### src/rtl/shift_reg_param_pkg.sv
// Shared types for shift_reg_param: per-edge operation encoding and its priority decode.
// OP_ROT is only reachable when SHIFT_REG_PARAM_ROTATE_EN is defined.
package shift_reg_param_pkg;

  typedef enum logic [2:0] {
    OP_HOLD,
    OP_SHIFT,
    OP_LOAD,
    OP_FLUSH,
    OP_ROT
  } op_e;

  // Priority: flush > load > en; rot only changes what an enabled edge does.
  function automatic op_e decode_op(input logic flush, input logic load,
                                    input logic en, input logic rot);
    op_e op;
    if (flush)     op = OP_FLUSH;
    else if (load) op = OP_LOAD;
    else if (en)   op = rot ? OP_ROT : OP_SHIFT;
    else           op = OP_HOLD;
    return op;
  endfunction

endpackage

### src/rtl/shift_reg_param_if.sv
// Control/data bundle for shift_reg_param; master drives controls, slave is the register.
// The rot signal exists only when SHIFT_REG_PARAM_ROTATE_EN is defined.
interface shift_reg_param_if #(
  parameter int WIDTH = 1,
  parameter int DEPTH = 4
);
  localparam int FW = $clog2(DEPTH + 1);

  logic                   en;
  logic                   load;
  logic [DEPTH*WIDTH-1:0] load_data;
  logic                   flush;
  logic [WIDTH-1:0]       in;
  logic [WIDTH-1:0]       out;
  logic [DEPTH*WIDTH-1:0] taps;
  logic [FW-1:0]          fill;
  logic                   full;
`ifdef SHIFT_REG_PARAM_ROTATE_EN
  logic                   rot;
`endif

  modport master (
    output en, load, load_data, flush, in,
`ifdef SHIFT_REG_PARAM_ROTATE_EN
    output rot,
`endif
    input  out, taps, fill, full
  );

  modport slave (
    input  en, load, load_data, flush, in,
`ifdef SHIFT_REG_PARAM_ROTATE_EN
    input  rot,
`endif
    output out, taps, fill, full
  );

endinterface

### src/rtl/shift_reg_stage.sv
// One WIDTH-bit stage of shift_reg_param: hold, take its shift input, load, or clear.
module shift_reg_stage
  import shift_reg_param_pkg::*;
#(
  parameter int WIDTH = 1
) (
  input  logic             clk,
  input  logic             resetn,
  input  op_e              op,
  input  logic [WIDTH-1:0] shift_d,
  input  logic [WIDTH-1:0] load_d,
  output logic [WIDTH-1:0] q
);

  // NOTE: non-blocking (<=) so every stage samples its neighbour's pre-edge value;
  // blocking here would collapse the chain into one cycle.
  always_ff @(posedge clk or negedge resetn) begin
    if (!resetn) begin
      q <= '0;
    end else begin
      unique case (op)
        OP_FLUSH:         q <= '0;
        OP_LOAD:          q <= load_d;
        OP_SHIFT, OP_ROT: q <= shift_d;
        default:          q <= q;
      endcase
    end
  end

endmodule

### src/rtl/shift_reg_param.sv
// Parametrised WIDTH x DEPTH shift register with parallel load, flush and fill tracking.
// Define SHIFT_REG_PARAM_ROTATE_EN to add the rot input (stage DEPTH-1 feeds stage 0).
module shift_reg_param
  import shift_reg_param_pkg::*;
#(
  parameter int WIDTH = 1,
  parameter int DEPTH = 4
) (
  input  logic               clk,
  input  logic               resetn,
  shift_reg_param_if.slave   bus
);

  localparam int            FW       = $clog2(DEPTH + 1);
  localparam logic [FW-1:0] FILL_MAX = FW'(DEPTH);

  op_e              op;
  logic             rot_sel;
  logic [WIDTH-1:0] head_d;
  logic [WIDTH-1:0] stage_q [DEPTH];
  logic [FW-1:0]    fill_q;

`ifdef SHIFT_REG_PARAM_ROTATE_EN
  assign rot_sel = bus.rot;
  assign head_d  = (op == OP_ROT) ? stage_q[DEPTH-1] : bus.in;
`else
  assign rot_sel = 1'b0;
  assign head_d  = bus.in;
`endif

  assign op = decode_op(bus.flush, bus.load, bus.en, rot_sel);

  for (genvar k = 0; k < DEPTH; k++) begin : g_stage
    logic [WIDTH-1:0] shift_d;

    if (k == 0) begin : g_head
      assign shift_d = head_d;
    end else begin : g_body
      assign shift_d = stage_q[k-1];
    end

    shift_reg_stage #(.WIDTH(WIDTH)) u_stage (
      .clk     (clk),
      .resetn  (resetn),
      .op      (op),
      .shift_d (shift_d),
      .load_d  (bus.load_data[k*WIDTH +: WIDTH]),
      .q       (stage_q[k])
    );

    assign bus.taps[k*WIDTH +: WIDTH] = stage_q[k];
  end

  // A rotate recirculates existing data, so it never changes how many stages are valid.
  always_ff @(posedge clk or negedge resetn) begin
    if (!resetn) begin
      fill_q <= '0;
    end else begin
      unique case (op)
        OP_FLUSH: fill_q <= '0;
        OP_LOAD:  fill_q <= FILL_MAX;
        OP_SHIFT: if (fill_q != FILL_MAX) fill_q <= fill_q + FW'(1);
        default:  fill_q <= fill_q;
      endcase
    end
  end

  assign bus.out  = stage_q[DEPTH-1];
  assign bus.fill = fill_q;
  assign bus.full = (fill_q == FILL_MAX);

endmodule
### src/flat_wrapper.sv
// flat-port wrapper written by rule: the top's interface ports become plain ports
module shift_reg_param_flat import shift_reg_param_pkg::*;
#(
  parameter int WIDTH = 1,
  parameter int DEPTH = 4
)
  (clk, resetn, bus_en, bus_load, bus_load_data, bus_flush, bus_in, bus_out, bus_taps, bus_fill, bus_full);
  shift_reg_param_if #(.WIDTH(WIDTH), .DEPTH(DEPTH)) bus_i ();
  input  logic clk;
  input  logic resetn;
  input wire logic [$bits(bus_i.en)-1:0] bus_en;
  input wire logic [$bits(bus_i.load)-1:0] bus_load;
  input wire logic [$bits(bus_i.load_data)-1:0] bus_load_data;
  input wire logic [$bits(bus_i.flush)-1:0] bus_flush;
  input wire logic [$bits(bus_i.in)-1:0] bus_in;
  output wire logic [$bits(bus_i.out)-1:0] bus_out;
  output wire logic [$bits(bus_i.taps)-1:0] bus_taps;
  output wire logic [$bits(bus_i.fill)-1:0] bus_fill;
  output wire logic [$bits(bus_i.full)-1:0] bus_full;
  assign bus_i.en = bus_en;
  assign bus_i.load = bus_load;
  assign bus_i.load_data = bus_load_data;
  assign bus_i.flush = bus_flush;
  assign bus_i.in = bus_in;
  assign bus_out = bus_i.out;
  assign bus_taps = bus_i.taps;
  assign bus_fill = bus_i.fill;
  assign bus_full = bus_i.full;
  shift_reg_param #(.WIDTH(WIDTH), .DEPTH(DEPTH)) u_core (.clk(clk), .resetn(resetn), .bus(bus_i));
endmodule
### config.mk
export PLATFORM = sky130hd
export DESIGN_NAME = shift_reg_param_flat
export DESIGN_NICKNAME = d
export VERILOG_FILES = /design/src/rtl/shift_reg_param_pkg.sv /design/src/rtl/shift_reg_param_if.sv /design/src/rtl/shift_reg_stage.sv /design/src/rtl/shift_reg_param.sv /design/src/flat_wrapper.sv
export SDC_FILE = /design/constraint.sdc
export NUM_CORES = 1
export LEC_CHECK = 0
export ABC_CLOCK_PERIOD_IN_PS = 2950
export CAP_MARGIN = 20
export CORE_MARGIN = 5
export CORE_UTILIZATION = 35
export CTS_CLUSTER_DIAMETER = 80
export DETAILED_ROUTE_END_ITERATION = 8
export PLACE_DENSITY = 0.66
export SYNTH_ARGS = -nofsm -noshare
export SYNTH_HDL_FRONTEND = slang
export SYNTH_SLANG_ARGS = --single-unit
### constraint.sdc
create_clock -name clk -period 2.95 [get_ports clk]
set_input_delay 0.59 -clock clk [delete_from_list [all_inputs] [get_ports clk]]
set_output_delay 0.59 -clock clk [all_outputs]
set_load 0.1 [all_outputs]
==> run summary, run 1 <==
run metrics: setup TNS=0 ns, Total Routed Length=between 1000 and 1500 µm, Logic area=264 µm², yosys cell count=approximately 54, Top Layout Cells=clkdlybuf4s50_1, buf_4, dfrtp_1, CTS clk-pin slew, worst paths=around 0.060 ns, die span in y=47.9 µm, Sw Share=0.391, r2r startpoint=u_core.bus.fill[0], CP Capture Type=flop, Distinct cells, synth=21, Critical Path, Cell by Cell=clkdlybuf4s50_1 -> or2_2 -> inv_1 -> ha_1 -> nor2_1 -> a22oi_1 -> o21ai_1, OpenROAD warnings=30, min-delay src=u_core.g_stage[2].u_stage.q, status=finished clean, clock share of power=0.287, Nets=about 90, CTS sink count=7, Pint=187 µW, fin crit share=0.691, CP delay by family, top=buffers and inverters, Clock Tree Root=clkbuf_4, RSZ-0062 raised after global routing=no, max-cap check violation count=0, H-tree Lvls=1, worst r2r path cells=5, Max Slew Vio Count=0, Hold Violations, Final=0, cell taking the most area after synthesis=dfrtp_1, Pleak=0.000322 µW, Area Growth Syn to Fin=32.1%, mapped cell area=around 500 µm², final hold slack=a little over 0.5 ns, Max Clock Freq=about 490 MHz, Pre-antenna DRT Iters=4, sequential fraction of design power=0.348, initial drt markers=8, TritonCTS clock tree=done, Worst-Skew Late Latency=0.25 ns, Yosys Chip Area=503 µm², combinational group share of total power=0.365, largest net degree at the start of global routing=11, Power Density=461 nW/µm², net switching power=between 100 and 150 µW, setup violators final=0, post-route setup slack=just over 0.9 ns, # fillers=137, PnR Total Power=slightly above 300 µW, crit path time final=just over 2 ns, critical path's largest stage delay=slightly above 0.4 ns, Syn Area/Cell=between 9 and 10 µm², setup bufs post-CTS=0, synthesis warning total=0, WHS Endpoint=u_core.g_stage[2].u_stage.q, Residual DRC=0, Hold Crit Depth=2, dpl hpwl=approximately 800 µm, Synthesized Nets=approximately 70, critical-path maximum fanout=10, std cell rows=13, top cells, area=dfrtp_1, ha_1, a22oi_1, o21ai_2, buf_4, setup slack at placement=about 0.63 ns, worst reg-to-reg setup slack=between 1.5 and 2 ns, area of the die=2300 µm², synthesized instance count=about 54, CORE AREA=approximately 1300 µm², starting density of the core=0.377, vias per inst=approximately 4.9, Max-Slew Margin vs Limit=0.777, # IOs=19, antenna fix cells=0, worst slew pin tran=around 0.33 ns, Yosys top cell area share=0.348, grt ovf=0, Die X=47.9 µm
[run 1: how the worst max path moves through the flow]
stage                     cells past startpoint               start                 end  slack [ns]
after floorplan                               3  u_core.bus.fill[0]            bus_full        0.45
after global placement                        7           bus_flush  u_core.bus.fill[2]        0.71
after detailed placement                      7           bus_flush  u_core.bus.fill[2]        0.63
after CTS                                     7           bus_flush  u_core.bus.fill[2]        0.91
after global routing                          7           bus_flush  u_core.bus.fill[2]        0.75
final                                         7           bus_flush  u_core.bus.fill[2]        0.91
[run 1: cell type report]
cell class	count	share of cell area
Inverter	6	0.0339
Timing Repair Buffer	18	0.237
Tap cell	15	0.0282
Sequential cell	7	0.264
Clock buffer	4	0.0395
Multi-Input combinational cell	36	0.397
[run 1: power by group through the flow]
stage | clock, µW | combinational (µW) | sequential (µW)
2_1_floorplan | 0 | 64.0 | 129
3_3_place_gp | 0 | 112 | 108
3_5_place_dp | 0 | 113 | 108
4_1_cts | 89.2 | 113 | 107
5_1_grt | 96.7 | 118 | 107
6_report | 87.8 | 112 | 107
[run 1: sequential cells by signal, summed over array words and instances (netlist names)]
register,flops
u_core.bus.fill,3
u_core.g_stage.u_stage.q,4
[run 1: routing by layer]
metal  track usage  share of wire  routed length, µm  vias up
li1              -              -                  -      215
met1         0.129           0.41                426      188
met2         0.169           0.49                503       13
met3        0.0226          0.085                 88        2
met4        0.0806          0.018                 19        0
met5             0              0                  0        -
[run 1: Yosys cell counts (all sizes together)]
cell and instances:
nand2 5, inv 6, nand3 3, dfrtp 7
buf 5, nor2 1, nand2b 1, a21o 1
a22oi 5, a21oi 2, nor3b 1, ha 6
nand4b 1, o21ai 6, a31oi 1, or2 2
and2 1
[run 1: worst reg2reg max path: stages (launching register included)]
cell     delay (ns)
dfrtp_1        0.37
inv_1          0.08
ha_1           0.23
a21o_2         0.21
a22oi_1        0.14
o21ai_1        0.08
[run 1: cell families (layout without fill, tap and decap cells)]
kind of cell	after synthesis	in the layout	synth area share
fa+ha+maj	6	6	0.149
flops	7	7	0.348
compound gates	15	15	0.214
simple gates	15	15	0.162
buf+inv	11	28	0.127
[run 1: per-stage QoR]
step	instances	cell area [µm²]
2_1_floorplan	54	503
3_3_place_gp	82	638
3_5_place_dp	82	638
4_1_cts	86	664
5_1_grt	86	664
6_report	86	664
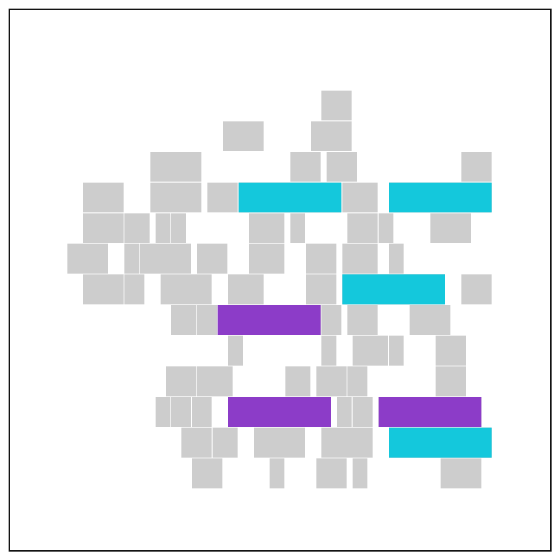
Fig. 1. Sequential cells colored by netlist name (run 1).
Other cells in gray.
Key: purple = u_core.bus.fill [sequential cells 3]; cyan = u_core.g_stage.u_stage.q [sequential cells 4]

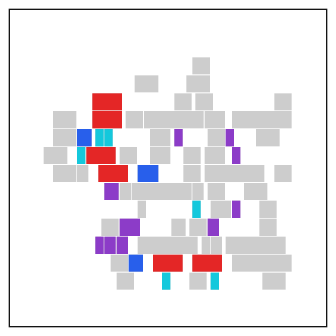
Fig. 2. Logic cells by family (run 1).
Key: purple = NAND gates [cells 10, most used nand2_1]; red = adder and majority cells [cells 6, most used ha_1]; cyan = inverters [cells 6, most used inv_1]; blue = AND and OR gates [cells 3]

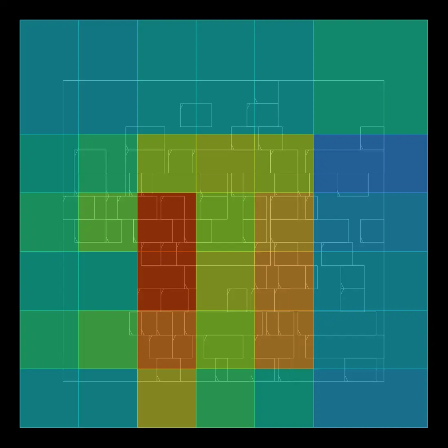
Fig. 3. Congestion heat map (run 1).
grt met3 use: 0.0226
Avg WL per Cell: 12.1 µm

Fig. 4: run 1, the metal 3 layer
The bar under the picture is 10 µm long.
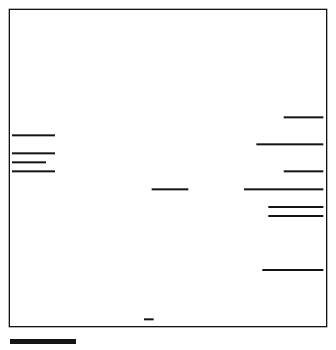

==> run 2: changes to the inputs <==
ABC_CLOCK_PERIOD_IN_PS = 1830   (was 2950)
PLACE_DENSITY = 0.68   (was 0.66)
clock period = 1.83 ns   (was 2.95 ns; I/O delays follow)
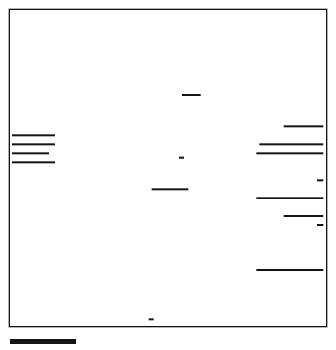
Fig. 5. The metal 3 layer (run 2).
The bar under the picture is 10 µm long.
The wires run mostly horizontal. The layer holds 7.3% of the routed length. The layer carries 84.2 µm of wire. The longest straight run is 9.90 µm.

==> run 2 against run 1 <==
  * Clock-buffer cell count stayed put
  * Cell count is 4.7% higher
  * Utilization rose by 11 points
  * Synthesized cell count did not move
  * First-iteration DRC count down 13%
  * Critical path type unchanged
  * Critical endpoint unchanged
==> run summary, run 2 <==
run metrics: global-route wire length before repair=roughly 1900 µm, critical-path maximum fanout=7, final core occ=0.612, Synth top cells by count=dfrtp_1, ha_1, inv_1, grt ovf=0, synthesized instance count=54, crit path time final=around 1.8 ns, Synthesized Nets=70, number of synthesized flops with an enable pin=0, Final Non-Filler Cells=90, crit path kind=input pin to flop, worst slew pin tran=0.327 ns, cell taking the most area after synthesis=dfrtp_1, PnR Total Power=534 µW, # IOs=19, vias per inst=just under 5, Yosys Chip Area=between 500 and 600 µm², Max Clock Freq=566 MHz, Clock Tree Root=clkbuf_4, ys flops=7, simple-gate share of the synthesized area=0.162, Yosys top cell area share=0.348, Hold Violations, Final=0, Die X=approximately 48 µm, top cells, area=dfrtp_1, ha_1, a22oi_1, o21ai_2, buf_4, Top FF cell, synth=dfrtp_1, CTS Buf Count=3, setup violators final=0, Worst-Skew Late Latency=around 0.25 ns, Top Layout Cells=clkdlybuf4s50_1, buf_12, inv_1, ha_1, synthesis warning total=0, RSZ-0062 raised after global routing=no, largest reg by FF count=u_core.g_stage.u_stage.q, CORE AREA=approximately 1300 µm², Synth logic family=AND-OR/OR-AND gates, Synth async-reset ratio=1.00, placed insts=86, CTS sink count=7, worst reg-to-reg setup slack=0.54 ns, Max-Slew Margin vs Limit=0.781, Post-synth seq share=0.348, Pre-antenna DRT Iters=4, MUX share of area=0, status=finished clean, max-cap check violation count=0, Distinct cells, synth=21, Max Slew Vio Count=0, XOR Share, Synth=0, Power Density=around 650 nW/µm², FA/HA/MAJ Cells, Area Fraction=0.149, yosys cell count=between 50 and 60, Residual DRC=0, area of the die=about 2300 µm², Area Growth Syn to Fin=62.2%, CTS clk-pin slew, worst paths=around 0.050 ns, crit path DRT=between 1.5 and 2 ns, std cell rows=13, Syn Area/Cell=9.31 µm², mapped cell area=503 µm², Synth top cell by count=dfrtp_1, antenna-violating nets left=0, max FFs per register=4, OpenROAD warnings=30, fin crit share=0.966, Total Routed Length=roughly 1200 µm, TritonCTS clock tree=done, Clock Path Buffers=2, starting density of the core=0.377, Compound Share, Synth=0.214, largest net degree at the start of global routing=8, CP Capture Type=flop, H-tree Lvls=1, initial drt markers=7, Pleak=0.000366 µW, r2r startpoint=u_core.bus.fill[0], worst r2r path cells=5, Nets=92, die span in y=roughly 48 µm, antenna fix cells=0, initial antenna violation count=0
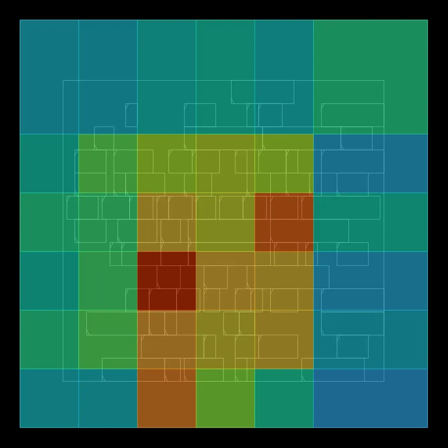
Fig. 6. Congestion heat map (run 2).
Avg WL per Cell: 12.9 µm
GRT Overall Usage: 0.125

-- run 2: through the flow --
stage / cell area [µm²] / setup TNS (ns) / hold slack (ns) / setup WS, ns
after global routing: 816 / 0 / 0.386 / 0.00538
after floorplan: 508 / 0 / 0.0704 / 0.0327
after global placement: 786 / -0.355 / 0.555 / -0.111
after detailed placement: 786 / -0.786 / 0.553 / -0.182
after CTS: 812 / 0 / 0.381 / 0.0569
final: 816 / 0 / 0.381 / 0.0623
-- run 2: worst max-delay path by stage --
| stage | start | end |
|---|---|---|
| 2_1_floorplan | u_core.bus.fill[0] | u_core.bus.fill[1] |
| 3_3_place_gp | bus_load | u_core.bus.fill[2] |
| 3_5_place_dp | bus_load | u_core.bus.fill[2] |
| 4_1_cts | bus_load | u_core.bus.fill[2] |
| 5_1_grt | u_core.bus.fill[0] | bus_full |
| 6_report | bus_flush | u_core.bus.fill[2] |
-- run 2: routing by layer --
metal	vias to the layer above	track usage	part of all wire
met4	0	0.102	0.025
met3	4	0.0226	0.073
met2	16	0.206	0.49
met5	-	0	0
li1	225	-	-
met1	200	0.139	0.41
-- run 2: area by class of cell --
cell class | count | area (µm²)
Fill cell | 108 | 518
Tap cell | 15 | 18.8
Timing Repair Buffer | 22 | 300
Multi-Input combinational cell | 36 | 269
Clock buffer | 4 | 26.3
Sequential cell | 7 | 179
Inverter | 6 | 22.5
-- run 2: logic make-up (layout without fill, tap and decap cells) --
| logic type | Yosys count | count (layout) |
|---|---|---|
| compound gates | 15 | 15 |
| simple gates | 15 | 15 |
| buf+inv | 11 | 32 |
| flops | 7 | 7 |
| fa+ha+maj | 6 | 6 |
-- run 2: critical path, stage by stage --
cell and delay (ns):
clkdlybuf4s50_1 0.43, or2_2 0.32, inv_1 0.08, ha_1 0.29
nor2_1 0.11, a22oi_1 0.21, o21ai_1 0.10
-- run 2: power by group --
group	total (µW)	switching [µW]	internal [µW]
Clock	138	54.6	83.1
Combinational	218	129	89.0
Sequential	178	13.8	164
Total	534	198	336
-- run 2: what timing repair did --
action | 4_1_cts | 5_1_grt
buffers inserted | 0 | 0
setup endpoints to repair | 0 | 2
endpoints found under the hold margin | 0 | 0
gates resized | 0 | 1
Fig. 7: run 2, logic cells by family
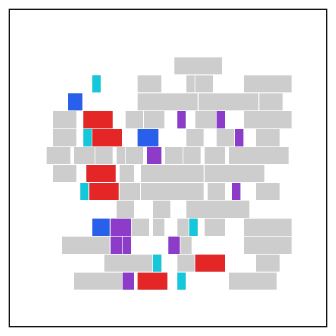

==> run 3: changes to the inputs <==
ABC_CLOCK_PERIOD_IN_PS = 2200   (was 1830)
CORE_UTILIZATION = 25   (was 35)
PLACE_DENSITY = 0.52   (was 0.68)
clock period = 2.2 ns   (was 1.83 ns; I/O delays follow)
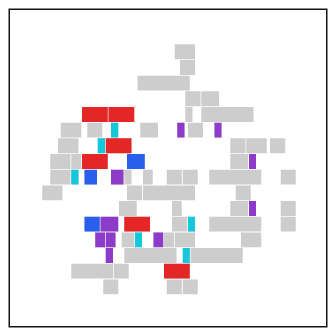
Fig. 8. Logic cells by family (run 3).
Key: blue = AND and OR gates [cells 3]; red = adder and majority cells [cells 6, most used ha_1]; purple = NAND gates [cells 10, most used nand2_1]; cyan = inverters [cells 6, most used inv_1]

==> run 3 against run 2 <==
  * Global-route usage decreased by 3.5 points
  * Flip-flop count unchanged
  * Routed wire length decreased by 2.6%
  * Clock power decreased by about 10%
  * Power decreased by 21%
  * Cell count increased by 10%
  * Die size increased by 31%
  * Hold slack improved by 0.067 ns
  * Cell area decreased by 14%
  * Area after synthesis unchanged
  * Critical path type unchanged
  * Largest cell class is now multi-input combinational cells
  * Largest power group unchanged
==> run summary, run 3 <==
run metrics: Area Growth Syn to Fin=39.3%, fin crit share=0.837, initial antenna violation count=0, Post-CTS Resized=0, Synth top cell by count=dfrtp_1, fin area=~700 µm², Max-Slew Margin vs Limit=0.779, status=finished clean, Worst-Skew Late Latency=~0.25 ns, Max Slew Vio Count=0, Avg WL per Cell=around 11 µm, Yosys Chip Area=~500 µm², Synth top cells by count=dfrtp_1, ha_1, inv_1, setup violators final=0, OpenROAD warnings=30, Post-synth seq share=0.348, starting density of the core=0.259, Yosys top cell area share=0.348, largest reg by FF count=u_core.g_stage.u_stage.q, Logic area=roughly 270 µm², GRT Overall Usage=0.0906, setup bufs post-CTS=0, antenna-violating nets left=0, global-route wire length before repair=1840 µm, CP Capture Type=flop, final core occ=0.361, Clock Path Buffers=2, std cell rows=16, Distinct cells, synth=21, worst slew pin tran=between 0.3 and 0.4 ns, Residual DRC=0, die span in y=~55 µm, top cells, area=dfrtp_1, ha_1, a22oi_1, o21ai_2, buf_4, largest net degree at the start of global routing=8, CTS sink count=7, Nets=89
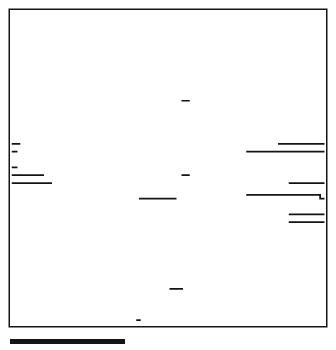
Fig. 9. The metal 3 layer (run 3).
The bar under the picture is 20 µm long.
The layer holds 6.9% of the routed length. The wires run mostly horizontal. 13 nets have wire on it.
Total Routed Length: 1130 µm
grt met3 use: 0.0163
Vias: 441

run 3: cell counts after synthesis:
Identical to the previous run, type by type.
run 3: metrics by stage:
step	setup WS [ns]	total power, µW	instances
CTS	0.365	428	99
global placement	0.128	303	95
detailed placement	0.0933	303	95
global route	0.229	446	99
floorplan	0.0431	259	54
finish	0.359	419	99
run 3: cell families (layout without fill, tap and decap cells):
kind of cell               count (synthesis)  in the layout  share of synthesized area
buffers and inverters                     11             29                      0.127
and+or+nand+nor                           15             15                      0.162
AOI/OAI and AO/OA                         15             15                      0.214
DFF                                        7              7                      0.348
adders and majority gates                  6              6                      0.149
run 3: cell type report:
class,instances,share of cell area
Inverter,6,0.0321
Timing Repair Buffer,19,0.254
Multi-Input combinational cell,36,0.379
Clock buffer,4,0.0375
Tap cell,27,0.0482
Sequential cell,7,0.250
run 3: critical path, cell delays in order:
cell	delay, ns
clkdlybuf4s50_1	0.46
inv_1	0.04
a21oi_1	0.24
inv_1	0.10
ha_1	0.27
a21o_2	0.21
a22oi_1	0.13
o21ai_1	0.08
run 3: layer usage:
| layer | GRT usage | vias up | part of all wire |
|---|---|---|---|
| met5 | 0 | - | 0 |
| met4 | 0.0996 | 0 | 0.047 |
| met3 | 0.0163 | 5 | 0.069 |
| met2 | 0.146 | 16 | 0.46 |
| met1 | 0.0930 | 201 | 0.42 |
| li1 | - | 219 | - |
run 3: power by group:
| part | total (µW) | leakage, µW | internal, µW | switching, µW |
|---|---|---|---|---|
| combinational | 157 | 0.000221 | 50.9 | 106 |
| clock | 119 | 0.0000150 | 69.4 | 50.0 |
| sequential | 143 | 0.0000954 | 136 | 6.96 |
run 3: path summary, 6_finish.rpt:
kind                                                  start                     endpoint  slack (ns)  depth (start not counted)
max in group asynchronous                            resetn  u_core.g_stage[0].u_stage.q        1.51                          1
worst max register to register           u_core.bus.fill[0]           u_core.bus.fill[1]        0.98                          5
min in group clk                u_core.g_stage[3].u_stage.q  u_core.g_stage[3].u_stage.q        0.51                          2
worst min register to register  u_core.g_stage[3].u_stage.q  u_core.g_stage[3].u_stage.q        0.51                          2
worst max-delay path                               bus_load           u_core.bus.fill[2]        0.36                          8
worst min-delay path                                 resetn           u_core.bus.fill[1]        0.45                          1
Power is estimated from default activity; no workload was simulated.
